File: config.mk
export PLATFORM = sky130hd
export DESIGN_NAME = int_to_float_converter_flat
export DESIGN_NICKNAME = d
export VERILOG_FILES = /design/src/rtl/int_to_float_converter_if.sv /design/src/rtl/int_to_float_converter.sv /design/src/flat_wrapper.sv
export SDC_FILE = /design/constraint.sdc
export NUM_CORES = 1
export LEC_CHECK = 0
export CORE_MARGIN = 3
export CORE_UTILIZATION = 52
export DETAILED_ROUTE_END_ITERATION = 6
export PLACE_DENSITY = 0.88
export SLEW_MARGIN = 20
export SYNTH_ARGS = -nofsm -noshare
export SYNTH_HDL_FRONTEND = slang
export SYNTH_SLANG_ARGS = --single-unit
File: constraint.sdc
create_clock -name clk -period 2.5 [get_ports clk]
set_input_delay 0.375 -clock clk [delete_from_list [all_inputs] [get_ports clk]]
set_output_delay 0.375 -clock clk [all_outputs]
set_load 0.02 [all_outputs]
File: src/rtl/int_to_float_converter_if.sv
// Operand/result bundle between an integer producer and int_to_float_converter.
// Carries the operand handshake plus the packed float result and its status code.
interface int_to_float_converter_if #(
    parameter int unsigned INT_W = 32
);
    logic [INT_W-1:0] a;
    logic             arg_vld;
    logic             arg_rdy;
    logic [31:0]      result;
    logic [1:0]       res_state;

    modport master (
        output a,
        output arg_vld,
        input  arg_rdy,
        input  result,
        input  res_state
    );

    modport slave (
        input  a,
        input  arg_vld,
        output arg_rdy,
        output result,
        output res_state
    );
endinterface

File: src/rtl/int_to_float_converter.sv
// Serial signed-integer to IEEE-754 single converter, normalising one bit per cycle.
// Define ITOF_RNE_EN for round-to-nearest-even; otherwise the mantissa is truncated.
module int_to_float_converter #(
    parameter int unsigned INT_W = 32
) (
    input  logic                      clk,
    input  logic                      rst,
    int_to_float_converter_if.slave   bus
);

    localparam int unsigned FW      = INT_W + 23;
    localparam logic [7:0]  EXP_TOP = 8'(127 + INT_W - 1);

    typedef enum logic [1:0] {
        StIdle,
        StNorm,
        StRound,
        StDone
    } state_e;

    state_e           state_q, state_d;
    logic [INT_W-1:0] mag_q, mag_d;
    logic [4:0]       shcnt_q, shcnt_d;
    logic             sign_q, sign_d;
    logic             inexact_q, inexact_d;
    logic [31:0]      result_q, result_d;

    logic             accept;
    logic [INT_W-1:0] a_abs;
    logic [FW-1:0]    frac;
    logic [22:0]      mant_trunc;
    logic             guard;
    logic             sticky;
    logic             round_up;
    logic [23:0]      mant_sum;
    logic [7:0]       exp_base;
    logic [7:0]       exp_fin;

    assign bus.arg_rdy = (state_q == StIdle) || (state_q == StDone);
    assign accept      = bus.arg_vld && bus.arg_rdy;

    // Unsigned negation maps the most negative input onto 2^(INT_W-1) without overflow.
    assign a_abs = bus.a[INT_W-1] ? (~bus.a + INT_W'(1)) : bus.a;

    // Bits below the hidden one, zero-padded so G and the mantissa exist for any INT_W.
    assign frac       = {mag_q[INT_W-2:0], 24'b0};
    assign mant_trunc = frac[FW-1 -: 23];
    assign guard      = frac[FW-24];
    assign sticky     = |frac[FW-25:0];

`ifdef ITOF_RNE_EN
    assign round_up = guard & (sticky | mant_trunc[0]);
`else
    assign round_up = 1'b0;
`endif

    // A carry out leaves mant_sum[22:0] at zero, so only the exponent needs bumping.
    assign mant_sum = {1'b0, mant_trunc} + {23'b0, round_up};
    assign exp_base = EXP_TOP - {3'b0, shcnt_q};
    assign exp_fin  = exp_base + {7'b0, mant_sum[23]};

    always_comb begin
        state_d   = state_q;
        mag_d     = mag_q;
        shcnt_d   = shcnt_q;
        sign_d    = sign_q;
        inexact_d = inexact_q;
        result_d  = result_q;

        unique case (state_q)
            StIdle, StDone: begin
                state_d = StIdle;
                if (accept) begin
                    sign_d    = bus.a[INT_W-1];
                    mag_d     = a_abs;
                    shcnt_d   = 5'd0;
                    inexact_d = 1'b0;
                    if (bus.a == '0) begin
                        result_d = 32'h0;
                        state_d  = StDone;
                    end else begin
                        state_d  = StNorm;
                    end
                end
            end
            StNorm: begin
                if (!mag_q[INT_W-1]) begin
                    mag_d   = mag_q << 1;
                    shcnt_d = shcnt_q + 5'd1;
                end else begin
                    state_d = StRound;
                end
            end
            StRound: begin
                result_d  = {sign_q, exp_fin, mant_sum[22:0]};
                inexact_d = guard | sticky;
                state_d   = StDone;
            end
            default: state_d = StIdle;
        endcase
    end

    always_comb begin
        bus.res_state = 2'b00;
        unique case (state_q)
            StIdle:          bus.res_state = 2'b00;
            StNorm, StRound: bus.res_state = 2'b11;
            StDone:          bus.res_state = inexact_q ? 2'b10 : 2'b01;
            default:         bus.res_state = 2'b00;
        endcase
    end

    assign bus.result = result_q;

    always_ff @(posedge clk or posedge rst) begin
        if (rst) begin
            state_q   <= StIdle;
            mag_q     <= '0;
            shcnt_q   <= 5'd0;
            sign_q    <= 1'b0;
            inexact_q <= 1'b0;
            result_q  <= 32'h0;
        end else begin
            state_q   <= state_d;
            mag_q     <= mag_d;
            shcnt_q   <= shcnt_d;
            sign_q    <= sign_d;
            inexact_q <= inexact_d;
            result_q  <= result_d;
        end
    end

endmodule

File: src/flat_wrapper.sv
// flat-port wrapper written by rule: the top's interface ports become plain ports
module int_to_float_converter_flat 
#(
    parameter int unsigned INT_W = 32
)
  (clk, rst, bus_a, bus_arg_vld, bus_arg_rdy, bus_result, bus_res_state);
  int_to_float_converter_if #(.INT_W(INT_W)) bus_i ();
  input  logic clk;
  input  logic rst;
  input wire logic [$bits(bus_i.a)-1:0] bus_a;
  input wire logic [$bits(bus_i.arg_vld)-1:0] bus_arg_vld;
  output wire logic [$bits(bus_i.arg_rdy)-1:0] bus_arg_rdy;
  output wire logic [$bits(bus_i.result)-1:0] bus_result;
  output wire logic [$bits(bus_i.res_state)-1:0] bus_res_state;
  assign bus_i.a = bus_a;
  assign bus_i.arg_vld = bus_arg_vld;
  assign bus_arg_rdy = bus_i.arg_rdy;
  assign bus_result = bus_i.result;
  assign bus_res_state = bus_i.res_state;
  int_to_float_converter #(.INT_W(INT_W)) u_core (.clk(clk), .rst(rst), .bus(bus_i));
endmodule
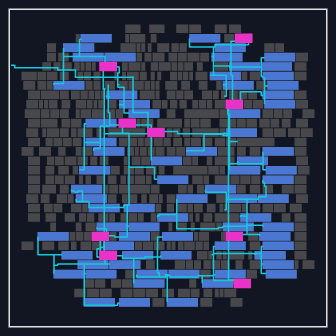
Fig. 1. Clock wires, drivers and flops (run 1).
[flip-flops] blue | count: 73
[clock drivers] magenta | count: 9
[clock wires] cyan | length: 873 um
routed clock nets	10
Clock power frac: 0.162
clock tree skew after final layout: 0.009077 ns
Skew-Pair Late Insertion Delay: 0.35 ns
clock network power: 1.03 mW

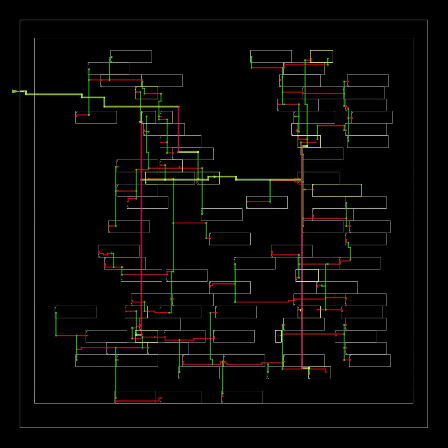
Fig. 2. Clock nets (run 1).
TritonCTS sink count: 73
clock buffers created by TritonCTS: 9
Clock buffer cells: 12
number of flip-flops and latches: 73

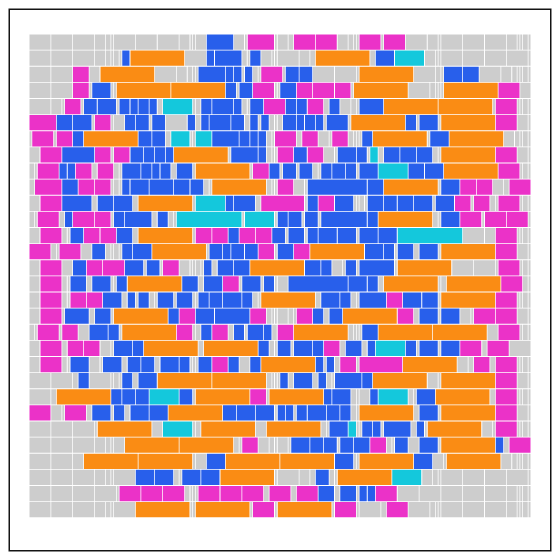
Fig. 3. Placement by cell class (run 1).
Fill, decap, tap and diode cells in grey.
class	colour	cells	share of their area
clock drivers and dummy loads	cyan	16	4.3%
flops	orange	73	36%
combinational and other logic	blue	268	37%
other buffers and delay cells	magenta	128	23%
cell row count: 30
proportion of cell area occupied by registers: 0.3501
Layout Utilization: 0.7554

==> results.txt, run 1 <==
fresh numbers from the pnr run: outcome complete, no violations, CP startpoint kind input port, share of synthesized registers carrying an async set or reset 1.000, top cell class by occupied area logic gates, static leakage power 2.269 nW, post-synthesis cell count 362, setup total negative slack 0 ns, postcts setup bufs 1, total power after layout 6.373 mW, WL met2 5.049 mm, met3 wire length 588 um, met2 Resource Use GR 0.4139, number of distinct library cells after synthesis 46, Arrival @ worst endpoint between 2 and 3 ns, wire length per cell 17.24 um, net switching power 2.549 mW, number of multi-input logic gates 258, depth of the CTS H-tree 3, pre-CTS setup slack -0.4394 ns, ordered cell list for the critical path clkdlybuf4s50_1 > or4b_4 > or4_4 > o41ai_4 > xor2_1 > o21ai_1, CTS Buffer Depth 2, Comb area share 0.3537, dpl cells roughly 560, worst supply voltage drop on vdd 718.8 uV, effective utilization at floorplan 0.5451, area share of buffers outside the clock network 0.2235, worst-case register-to-register setup slack 0.24 ns, tap cells ~96, post-detailed-placement half-perimeter wirelength 7.339 mm, Final GP Congestion 0.8850, classification of the worst-slack hold path input port to asynchronous set/reset pin, Die Span X 91.09 um, CTS clock-pin slew for the worst setup and hold paths 0.08 ns, Synth top cell by count sky130_fd_sc_hd__dfrtp_1
Fig. 4: run 1, PDN straps and rails
Scale bar: 20 um. Pins as bars on the die edge.
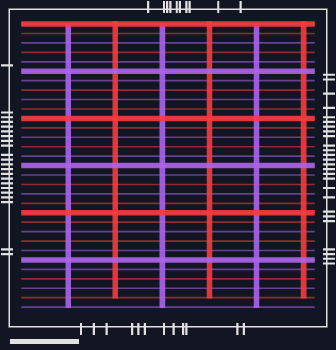

==> run 1 -> run 2 <==
--- a/config.mk
+++ b/config.mk
@@ -5,7 +5,7 @@
 export SDC_FILE = /design/constraint.sdc
 export NUM_CORES = 1
 export LEC_CHECK = 0
-export CORE_MARGIN = 3
+export CORE_MARGIN = 10
 export CORE_UTILIZATION = 52
 export DETAILED_ROUTE_END_ITERATION = 6
 export PLACE_DENSITY = 0.88
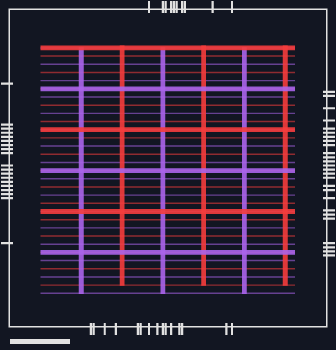
Fig. 5. PDN straps and rails (run 2).
Scale bar: 20 um. Pins as bars on the die edge.
net	colour
VSS	purple
VDD	red
rows	30
met4 straps	6
met1 rails	31
met5 straps	6

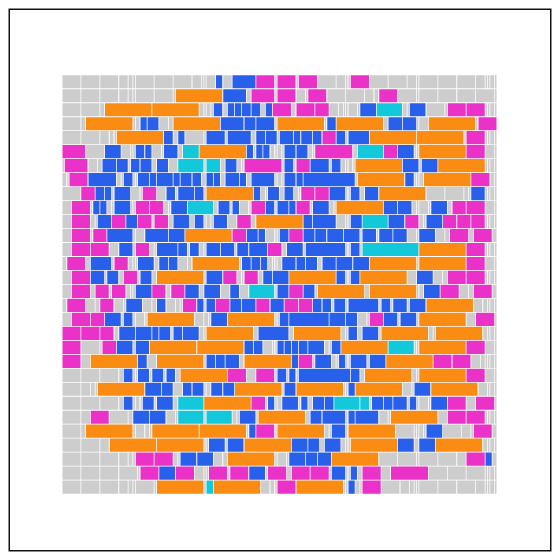
Fig. 6. Placement by cell class (run 2).
Fill, decap, tap and diode cells in grey.
class	colour	cells	share of their area
other buffers and delay cells	magenta	119	22%
clock drivers and dummy loads	cyan	16	4.1%
combinational and other logic	blue	268	38%
flops	orange	73	36%
area of the core: 6907 um^2
proportion of cell area occupied by registers: 0.3539

==> run 2 against run 1 <==
- register-to-register slack worse by 0.05 ns
- critical path depth grew 1
- area after synthesis unchanged
- global-route usage down 5.1 points
- routed wire length grew 8.7%
- worst hold slack improved by 0.029 ns
- clock power fell by 8%
- power down 1.3%
- fmax rose by 0.71%
- core utilization down 0.82 points
- largest power group unchanged
- highest routed layer unchanged
==> results.txt, run 2 <==
fresh numbers from the pnr run: outcome complete, no violations, WL met2 5.517 mm (+9.3%), Clock buffer cells 12 (unchanged), number of multi-input logic gates 258 (unchanged), number of distinct library cells after synthesis 46 (unchanged), tap cells 96 (unchanged), Arrival @ worst endpoint 2.72 ns (+0.05 ns), postcts setup bufs 0 (-1), depth of the CTS H-tree 3 (unchanged), pre-CTS setup slack -0.4097 ns (+0.02968 ns), dpl cells 556 (-1.1%), clock buffers created by TritonCTS 9 (unchanged), met2 Resource Use GR 0.3238 (-0.09001), effective utilization at floorplan 0.5451 (unchanged), top cell class by occupied area logic gates, number of flip-flops and latches 73 (unchanged), setup total negative slack 0 ns (unchanged), worst supply voltage drop on vdd 572.3 uV (-20%), Synth top cell by count sky130_fd_sc_hd__dfrtp_1, CTS Buffer Depth 2 (unchanged), cell row count 30 (unchanged), net switching power 2.601 mW (+2.0%)
Fig. 7: run 2, clock nets
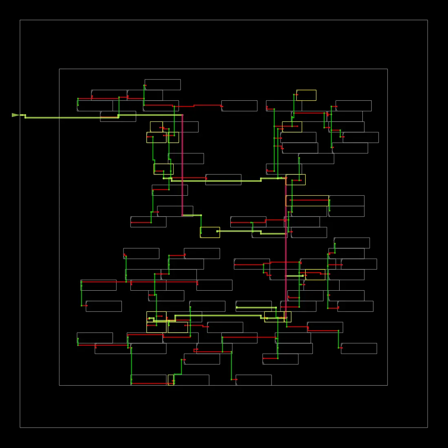

==> run 2 -> run 3 <==
--- a/config.mk
+++ b/config.mk
@@ -5,10 +5,13 @@
 export SDC_FILE = /design/constraint.sdc
 export NUM_CORES = 1
 export LEC_CHECK = 0
+export CELL_PAD_IN_SITES_DETAIL_PLACEMENT = 2
+export CELL_PAD_IN_SITES_GLOBAL_PLACEMENT = 2
 export CORE_MARGIN = 10
-export CORE_UTILIZATION = 52
+export CORE_UTILIZATION = 33
 export DETAILED_ROUTE_END_ITERATION = 6
-export PLACE_DENSITY = 0.88
+export PLACE_DENSITY = 0.87
+export SETUP_SLACK_MARGIN = 0.5
 export SLEW_MARGIN = 20
 export SYNTH_ARGS = -nofsm -noshare
 export SYNTH_HDL_FRONTEND = slang
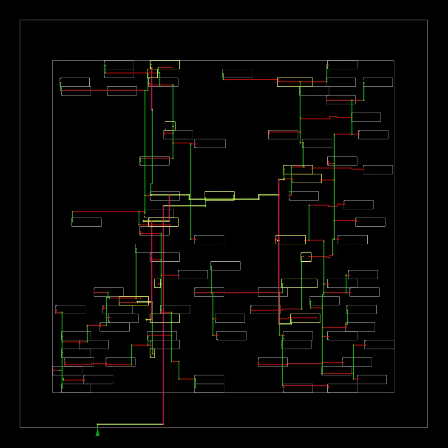
Fig. 8. Clock nets (run 3).
clock tree skew after final layout: 0.006914 ns
Clock buffer cells: 10
clock network power: 1.47 mW

==> run 3 against run 2 <==
- first-iteration DRC count fell by 3.7%
- worst setup slack improved by 0.18 ns
- non-clock buffer count rose by 38
- routed wire length rose by 94%
- clock skew fell by 0.0032 ns
- sequential cell count did not move
- sequential share of layout area fell by 5.8 points
- largest power group unchanged
- highest routed layer unchanged
==> results.txt, run 3 <==
fresh numbers from the pnr run: final critical-path share of the clock period 0.8972, Area growth, synth to finish 63.97%, depth of the CTS H-tree 3 (unchanged), clock buffers created by TritonCTS 9 (unchanged), Synth top cell by count sky130_fd_sc_hd__dfrtp_1, net switching power 3.768 mW (+45%), dpl cells 607 (+9.2%), number of flip-flops and latches 73 (unchanged), max-slew violations 0, Cell Area, Synth ~3800 um^2, Setup crit end kind register, worst supply voltage drop on vdd 676.7 uV (+18%), top cell class by occupied area logic gates, met3 wire length 1.143 mm, WL met2 10.91 mm (+98%), setup total negative slack 0 ns (unchanged), Arrival @ worst endpoint 2.47 ns (-0.25 ns), outcome complete, no violations, post-synthesis cell count between 300 and 400, effective utilization at floorplan 0.3428 (-0.2023), number of multi-input logic gates 258 (unchanged), CTS Buffer Depth 2 (unchanged), hold slack 0.3318 ns, wire length per cell 32.33 um, number of distinct library cells after synthesis 46 (unchanged), met2 Resource Use GR 0.4183 (+0.09444), met1 wire length 7.719 mm
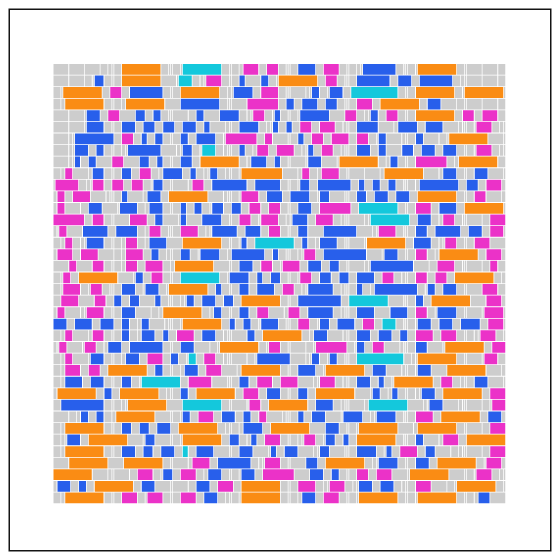
Fig. 9. Placement by cell class (run 3).
Fill, decap, tap and diode cells in grey.
class	colour	cells	share of their area
flops	orange	73	30%
other buffers and delay cells	magenta	157	24%
combinational and other logic	blue	268	40%
clock drivers and dummy loads	cyan	16	5.3%
area of all placed cells without fillers: 6173 um^2
cell row count: 38
Layout Utilization: 0.5621
area of the core: 10,980 um^2
proportion of cell area occupied by registers: 0.2961


==> notes/layouts.md <==
Pictures saved along the way, in no particular order.

Metal layers overlaid.
picture 1
Scale bar: 20 um. Two of the layers only.
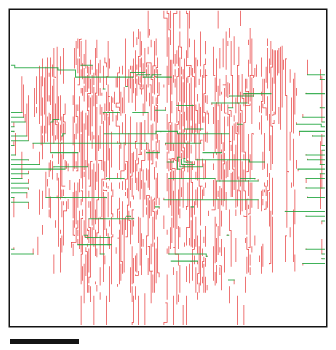
picture 2
Scale bar: 50 um. Two of the layers only.
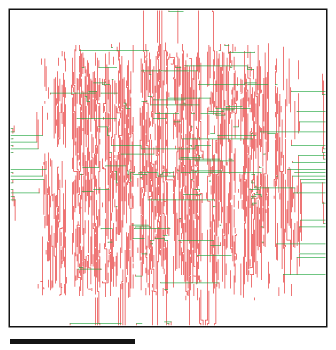
run 1 -> picture 1
run 3 -> picture 2
Of these, largest die: picture 2
Of these, most wire: picture 2

No activity file was given, so power comes from the tool's default toggle rates.
